--- src/rtl/serial_add_sub_if.sv ---
// serial_add_sub_if
// Request/response bundle for the multi-cycle adder/subtractor.
//   master : drives start, sub, cin, a, b; observes busy, done, sum, cout, ovf, zero
//   slave  : the arithmetic unit (mirror image of master)
interface serial_add_sub_if #(
  parameter int WIDTH = 8
) ();
  // request
  logic             start;
  logic             sub;
  logic             cin;
  logic [WIDTH-1:0] a;
  logic [WIDTH-1:0] b;
  // response / status
  logic             busy;
  logic             done;
  logic [WIDTH-1:0] sum;
  logic             cout;
  logic             ovf;
  logic             zero;

  modport master (
    output start, sub, cin, a, b,
    input  busy, done, sum, cout, ovf, zero
  );

  modport slave (
    input  start, sub, cin, a, b,
    output busy, done, sum, cout, ovf, zero
  );
endinterface

--- src/rtl/serial_add_sub.sv ---
// serial_add_sub
// Multi-cycle adder/subtractor. Each RUN cycle pushes BPC operand bits
// through a ripple of BPC full-adder cells, with the carry held in a
// register between cycles, so a WIDTH-bit operation takes WIDTH/BPC cycles.
// Ports:
//   clk    rising-edge clock
//   rst_n  asynchronous active-low reset
//   bus    serial_add_sub_if.slave
//            start/sub/cin/a/b : request, sampled only when not busy
//            busy              : operation in progress
//            done              : one-cycle completion pulse
//            sum/cout/ovf/zero : result and flags, held until next completion

// One bit of the ripple chain.
module serial_add_sub_fa (
  input  logic i_a,
  input  logic i_b,
  input  logic i_c,
  output logic o_s,
  output logic o_c
);
  assign o_s = i_a ^ i_b ^ i_c;
  assign o_c = (i_a & i_b) | (i_c & (i_a ^ i_b));
endmodule

module serial_add_sub #(
  parameter int WIDTH = 8,
  parameter int BPC   = 1
) (
  input  logic               clk,
  input  logic               rst_n,
  serial_add_sub_if.slave    bus
);
  localparam int N  = (BPC > 0) ? (WIDTH / BPC) : 1;
  localparam int CW = (N > 1) ? $clog2(N) : 1;

  if (WIDTH < 2 || BPC < 1 || BPC > WIDTH || (WIDTH % BPC) != 0) begin : g_bad_param
    $error("serial_add_sub: WIDTH must be >= 2 and BPC must divide WIDTH");
  end

  typedef enum logic [1:0] {
    S_IDLE = 2'd0,
    S_RUN  = 2'd1,
    S_DONE = 2'd2
  } state_t;

  state_t           r_state, w_state_nxt;
  logic [CW-1:0]    r_cnt;
  logic [WIDTH-1:0] r_a, r_b;       // operand shift registers, LSB chunk consumed first
  logic [WIDTH-1:0] r_res;          // result fills from the top, one chunk per cycle
  logic             r_carry;        // carry between chunks
  logic [WIDTH-1:0] r_sum;
  logic             r_cout, r_ovf, r_zero;

  logic             w_accept, w_last;
  logic [BPC:0]     w_c;            // ripple carries through the current chunk
  logic [BPC-1:0]   w_s;
  logic [WIDTH-1:0] w_res_nxt;

  // ---------------------------------------------------------------- chunk adder
  assign w_c[0] = r_carry;

  for (genvar i = 0; i < BPC; i++) begin : g_lane
    serial_add_sub_fa u_fa (
      .i_a (r_a[i]),
      .i_b (r_b[i]),
      .i_c (w_c[i]),
      .o_s (w_s[i]),
      .o_c (w_c[i+1])
    );
  end

  // After N shifts the first chunk has reached bit 0, so the word is in order.
  always_comb begin
    w_res_nxt                  = r_res >> BPC;
    w_res_nxt[WIDTH-1 -: BPC]  = w_s;
  end

  // ---------------------------------------------------------------- FSM
  always_ff @(posedge clk or negedge rst_n) begin
    if (!rst_n) r_state <= S_IDLE;
    else        r_state <= w_state_nxt;
  end

  always_comb begin
    w_state_nxt = r_state;
    w_accept    = 1'b0;
    w_last      = 1'b0;
    case (r_state)
      S_IDLE: begin
        if (bus.start) begin
          w_accept    = 1'b1;
          w_state_nxt = S_RUN;
        end
      end
      S_RUN: begin
        // start is deliberately ignored here
        if (r_cnt == CW'(N - 1)) begin
          w_last      = 1'b1;
          w_state_nxt = S_DONE;
        end
      end
      S_DONE: begin
        // back-to-back: a start on the done cycle launches the next op
        if (bus.start) begin
          w_accept    = 1'b1;
          w_state_nxt = S_RUN;
        end else begin
          w_state_nxt = S_IDLE;
        end
      end
      default: w_state_nxt = S_IDLE;
    endcase
  end

  // ---------------------------------------------------------------- datapath
  always_ff @(posedge clk or negedge rst_n) begin
    if (!rst_n) begin
      r_a     <= '0;
      r_b     <= '0;
      r_res   <= '0;
      r_carry <= 1'b0;
      r_cnt   <= '0;
      r_sum   <= '0;
      r_cout  <= 1'b0;
      r_ovf   <= 1'b0;
      r_zero  <= 1'b0;
    end else if (w_accept) begin
      // Subtract is a + ~b + ~borrow: invert b once at capture and seed the
      // carry with the inverted borrow, then the chain only ever adds.
      r_a     <= bus.a;
      r_b     <= bus.b ^ {WIDTH{bus.sub}};
      r_carry <= bus.cin ^ bus.sub;
      r_res   <= '0;
      r_cnt   <= '0;
    end else if (r_state == S_RUN) begin
      r_a     <= r_a >> BPC;
      r_b     <= r_b >> BPC;
      r_res   <= w_res_nxt;
      r_carry <= w_c[BPC];
      r_cnt   <= r_cnt + 1'b1;
      if (w_last) begin
        // Visible results change only here, all together.
        // In the last chunk, lane BPC-1 is bit WIDTH-1, so w_c[BPC-1]
        // is the carry into the MSB.
        r_sum  <= w_res_nxt;
        r_cout <= w_c[BPC];
        r_ovf  <= w_c[BPC] ^ w_c[BPC-1];
        r_zero <= ~|w_res_nxt;
      end
    end
  end

  assign bus.busy = (r_state == S_RUN);
  assign bus.done = (r_state == S_DONE);
  assign bus.sum  = r_sum;
  assign bus.cout = r_cout;
  assign bus.ovf  = r_ovf;
  assign bus.zero = r_zero;

endmodule

--- src/flat_wrapper.sv ---
// flat-port wrapper written by rule: the top's interface ports become plain ports
module serial_add_sub_flat 
#(
  parameter int WIDTH = 8,
  parameter int BPC   = 1
)
  (clk, rst_n, bus_start, bus_sub, bus_cin, bus_a, bus_b, bus_busy, bus_done, bus_sum, bus_cout, bus_ovf, bus_zero);
  serial_add_sub_if #(.WIDTH(WIDTH)) bus_i ();
  input  logic clk;
  input  logic rst_n;
  input wire logic [$bits(bus_i.start)-1:0] bus_start;
  input wire logic [$bits(bus_i.sub)-1:0] bus_sub;
  input wire logic [$bits(bus_i.cin)-1:0] bus_cin;
  input wire logic [$bits(bus_i.a)-1:0] bus_a;
  input wire logic [$bits(bus_i.b)-1:0] bus_b;
  output wire logic [$bits(bus_i.busy)-1:0] bus_busy;
  output wire logic [$bits(bus_i.done)-1:0] bus_done;
  output wire logic [$bits(bus_i.sum)-1:0] bus_sum;
  output wire logic [$bits(bus_i.cout)-1:0] bus_cout;
  output wire logic [$bits(bus_i.ovf)-1:0] bus_ovf;
  output wire logic [$bits(bus_i.zero)-1:0] bus_zero;
  assign bus_i.start = bus_start;
  assign bus_i.sub = bus_sub;
  assign bus_i.cin = bus_cin;
  assign bus_i.a = bus_a;
  assign bus_i.b = bus_b;
  assign bus_busy = bus_i.busy;
  assign bus_done = bus_i.done;
  assign bus_sum = bus_i.sum;
  assign bus_cout = bus_i.cout;
  assign bus_ovf = bus_i.ovf;
  assign bus_zero = bus_i.zero;
  serial_add_sub #(.WIDTH(WIDTH), .BPC(BPC)) u_core (.clk(clk), .rst_n(rst_n), .bus(bus_i));
endmodule
--- config.mk ---
export PLATFORM = sky130hd
export DESIGN_NAME = serial_add_sub_flat
export DESIGN_NICKNAME = d
export VERILOG_FILES = /design/src/rtl/serial_add_sub_if.sv /design/src/rtl/serial_add_sub.sv /design/src/flat_wrapper.sv
export SDC_FILE = /design/constraint.sdc
export NUM_CORES = 1
export LEC_CHECK = 0
export CAP_MARGIN = 30
export CORE_AREA = 10 10 70 72
export DETAILED_ROUTE_END_ITERATION = 8
export DIE_AREA = 0 0 80 82
export PLACE_DENSITY = 0.79
export SLEW_MARGIN = 10
export SYNTH_ARGS = -nofsm -noshare
export SYNTH_HDL_FRONTEND = slang
export SYNTH_SLANG_ARGS = --single-unit
--- constraint.sdc ---
create_clock -name clk -period 1.75 [get_ports clk]
set_clock_uncertainty 0.05 [all_clocks]
set_input_delay 0.4375 -clock clk [delete_from_list [all_inputs] [get_ports clk]]
set_output_delay 0.4375 -clock clk [all_outputs]
set_load 0.02 [all_outputs]
==> qor.yml <==
path_class: "reg2reg"
yosys_warnings: 0
syn_area_sq_mm: 0.00177
drt_first_pass_iters: 4
nFillCells: 316
die_h_um: 82
warnings: 26
worstSkewPairLatency_ns: 0.35
numCtsBuffers: 5
status: "completed"
lay_top_count: "dfrtp_1"
drt_iter0_markers: 94
start_kind: "flip-flop"
overflow: 0
crit_fanout: 4
vias_per_cell: 5.10
post_cts_buffers: 0
wl_per_cell_um: 14.6
worst_hold_slack_ns: 0.0764
antenna_left: 0
core_area_sq_mm: 0.00358
final.setup.tns_ns: 0
cts_tree: "done"
r2r_slack_ns: 0.14
ioPinCount: 34
rows: 22
powerDensity_mw_per_mm2: 1720
synthTopCellsByArea: "dfrtp_1, a22o_1, mux2_2, mux2i_1, xor2_1"
cp-end-kind: "flip-flop"
clkSlewWorstSetupHoldPaths_ns: 0.11
place_congestion: 0.811
hold_violations: 0
fp_util_pct: 49.5
htreeDepth: 2
finalSetupViolCount: 0
antenna_found_initial: 0
grt_pass1_vias: 1216
max_slew_margin_pct: 67.9
netlist.area_leader.share_pct: 56.5
synth.distinct_cells: 24
fmax_ghz: 0.620
drc: 0
grt_pass1_wl_um: 5550
power.leakage_nw: 1.06
period_used_pct: 92.2
synth.net_count: 163
root_buffer: "clkbuf_4"
yosys-stat-area_sq_mm: 0.00177
synthCells: 139
syn_area_per_cell_sq_um: 12.8
fp.dieW_um: 80
maxCapViolations: 0
min_path_type: "in2async"
syn2layout_area_growth_pct: 24.5
cts.sinks: 40
lay_top_cells: "dfrtp_1, clkdlybuf4s50_1, a22o_1"
rsz0062_at_grt: "false"
worst_pin_slew_ns: 0.481
n_antenna_cell: 0
fin_nets: 201
grt_usage_pct: 10.8
portBuffers: 33
drive_above_1_share_pct: 16.9
finalCriticalPeriod_ns: 1.61
grt_max_degree: 41
yosys_cells: 139
dieArea_sq_mm: 0.00656
peakVddDrop_mv: 0.803
place.detailed.hpwl_um: 2500
drv_slew: 0
worstPathRequired_ns: 1.94
ys_seq_share_pct: 56.5
yosys_register_bits: 40
cp.arrival_ns: 1.80
cts.path.max_buffers: 2
yosys.area.top_type: "dfrtp_1"
-- Yosys cell counts (all sizes together) --
master,n
a21o,4
o21bai,1
a22o,15
dfrtp,40
clkbuf,2
nand2,14
mux2,10
xor2,9
and2b,1
mux2i,11
nand3b,1
nand2b,1
nor2b,1
nor2,1
inv,2
buf,7
xnor2,1
ha,2
fa,1
o21ai,13
nor4,2
-- through the flow --
| step | instances | setup WS, ns | instance area [sq um] | utilization (%) | total power, mW |
|---|---|---|---|---|---|
| global route | 226 | 0.0318 | 2210 | 61.7 | 4.07 |
| finish | 226 | 0.137 | 2210 | 61.7 | 3.79 |
| detailed placement | 218 | 0.00442 | 2150 | 60.2 | 3.36 |
| floorplan | 139 | 0.159 | 1770 | - | 2.80 |
| global placement | 218 | 0.0422 | 2150 | 60.2 | 3.28 |
| CTS | 226 | 0.0252 | 2220 | 62.0 | 3.85 |
-- path summary, 6_finish.rpt --
path | startpoint | endpoint | cells after the start
worst max register to register | u_core.r_cnt[0] | u_core.bus.cout | 5
min in group clk | u_core.bus.ovf | u_core.bus.ovf | 2
worst min-delay path | rst_n | u_core.r_res[2] | 2
max in group asynchronous | rst_n | u_core.r_cnt[2] | 2
worst min register to register | u_core.bus.ovf | u_core.bus.ovf | 2
worst max-delay path | u_core.r_cnt[0] | u_core.bus.cout | 5
-- cells by family (layout without fill, tap and decap cells) --
| family | count (synthesis) | in the layout | synth area share (%) |
|---|---|---|---|
| simple gates | 21 | 21 | 6.00 |
| fa+ha+maj | 3 | 3 | 2.54 |
| flops | 40 | 40 | 56.5 |
| xor+xnor | 10 | 10 | 4.94 |
| compound gates | 33 | 33 | 13.2 |
| mux | 21 | 21 | 12.6 |
| buf+inv | 11 | 50 | 4.30 |
-- critical path, cell delays in order (launching register included) --
cell and delay, ns:
dfrtp_1 0.41, ha_1 0.21, ha_1 0.19, nand3b_1 0.16, buf_4 0.16, mux2_2 0.32
-- timing repair --
| action | in CTS | in global routing |
|---|---|---|
| endpoints found under the setup margin | 13 | 2 |
| resized | 15 | 3 |
| hold buffers | 0 | 0 |
-- per-layer routing --
layer | vias to the layer above | share of wire (%) | GRT usage, %
li1 | 564 | - | -
met1 | 546 | 45 | 13.2
met3 | 7 | 6.6 | 3.71
met4 | 0 | 1.6 | 5.28
met2 | 36 | 46 | 16.8
met5 | - | 0 | 0
-- where the power goes --
part | internal (mW) | switching, mW
clock | 0.299 | 0.290
combinational | 0.808 | 0.802
sequential | 1.33 | 0.259
-- final cells by class --
| class | count | area (sq um) | area share [%] |
|---|---|---|---|
| multi-input cells | 88 | 696 | 31.5 |
| flip-flops and latches | 40 | 1000 | 45.4 |
| repair buffers | 40 | 367 | 16.6 |
| well taps | 48 | 60.1 | 2.72 |
| clock buffers | 6 | 41.3 | 1.87 |
| clock inverters | 2 | 35.0 | 1.59 |
| inverters | 2 | 7.51 | 0.340 |
-- state kept, by name (all words and copies together), names as in the netlist --
name,flops
u_core.r_cnt,3
u_core.bus.ovf,1
u_core.bus.sum,8
u_core.r_res,7
u_core.r_state,2
u_core.r_carry,1
u_core.r_b,8
u_core.bus.zero,1
u_core.r_a,8
u_core.bus.cout,1
Figure 1. Signal wires by layer.
The bar under the picture is 20 um long. Only two layers are drawn.
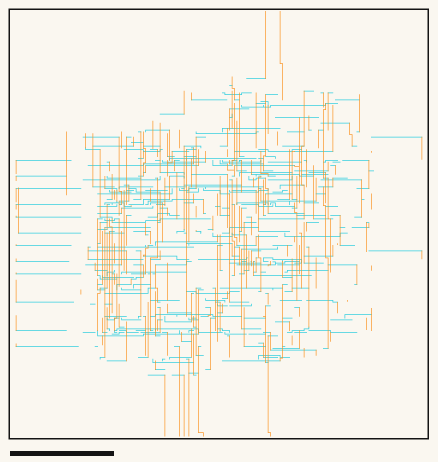
[orange] met2 | wire length: 1,540 um
[cyan] met1 | wire length: 1,500 um

Figure 2. Floorplan with the power grid.
The bar under the picture is 20 um long. Pins as bars on the die edge.
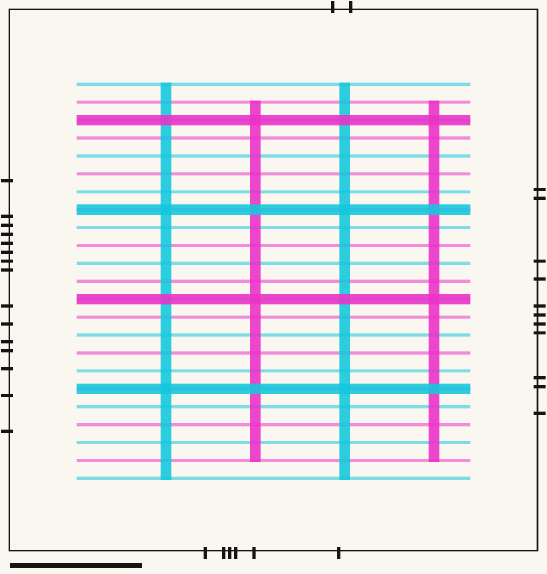
[magenta] VDD
[cyan] VSS
met1 rails: 23
rows: 22

Figure 3. The metal 2 layer.
The bar under the picture is 20 um long.
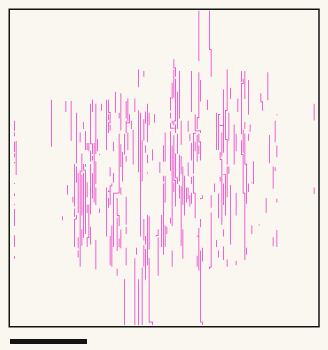
nets with wire on the layer: 169
share of all routed wire: 46%

Figure 4. Met3 routing.
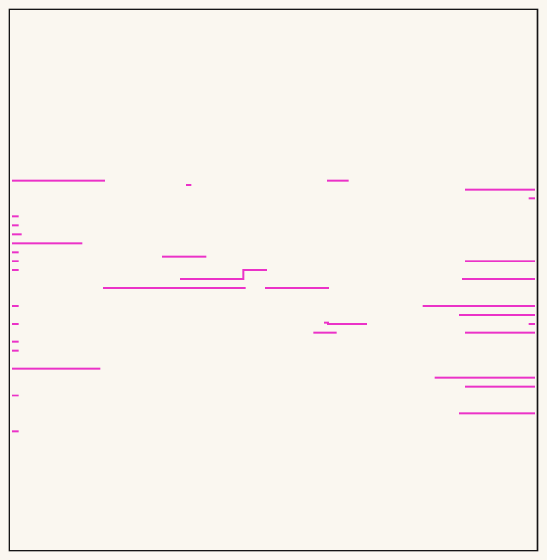
wire length on this layer: 218 um
nets with wire on the layer: 29
longest straight run: 21.4 um
main direction: horizontal
grt met3 use: 3.71%
final WL: 3310 um
Vias: 1,153

Power is estimated from default activity; no workload was simulated.
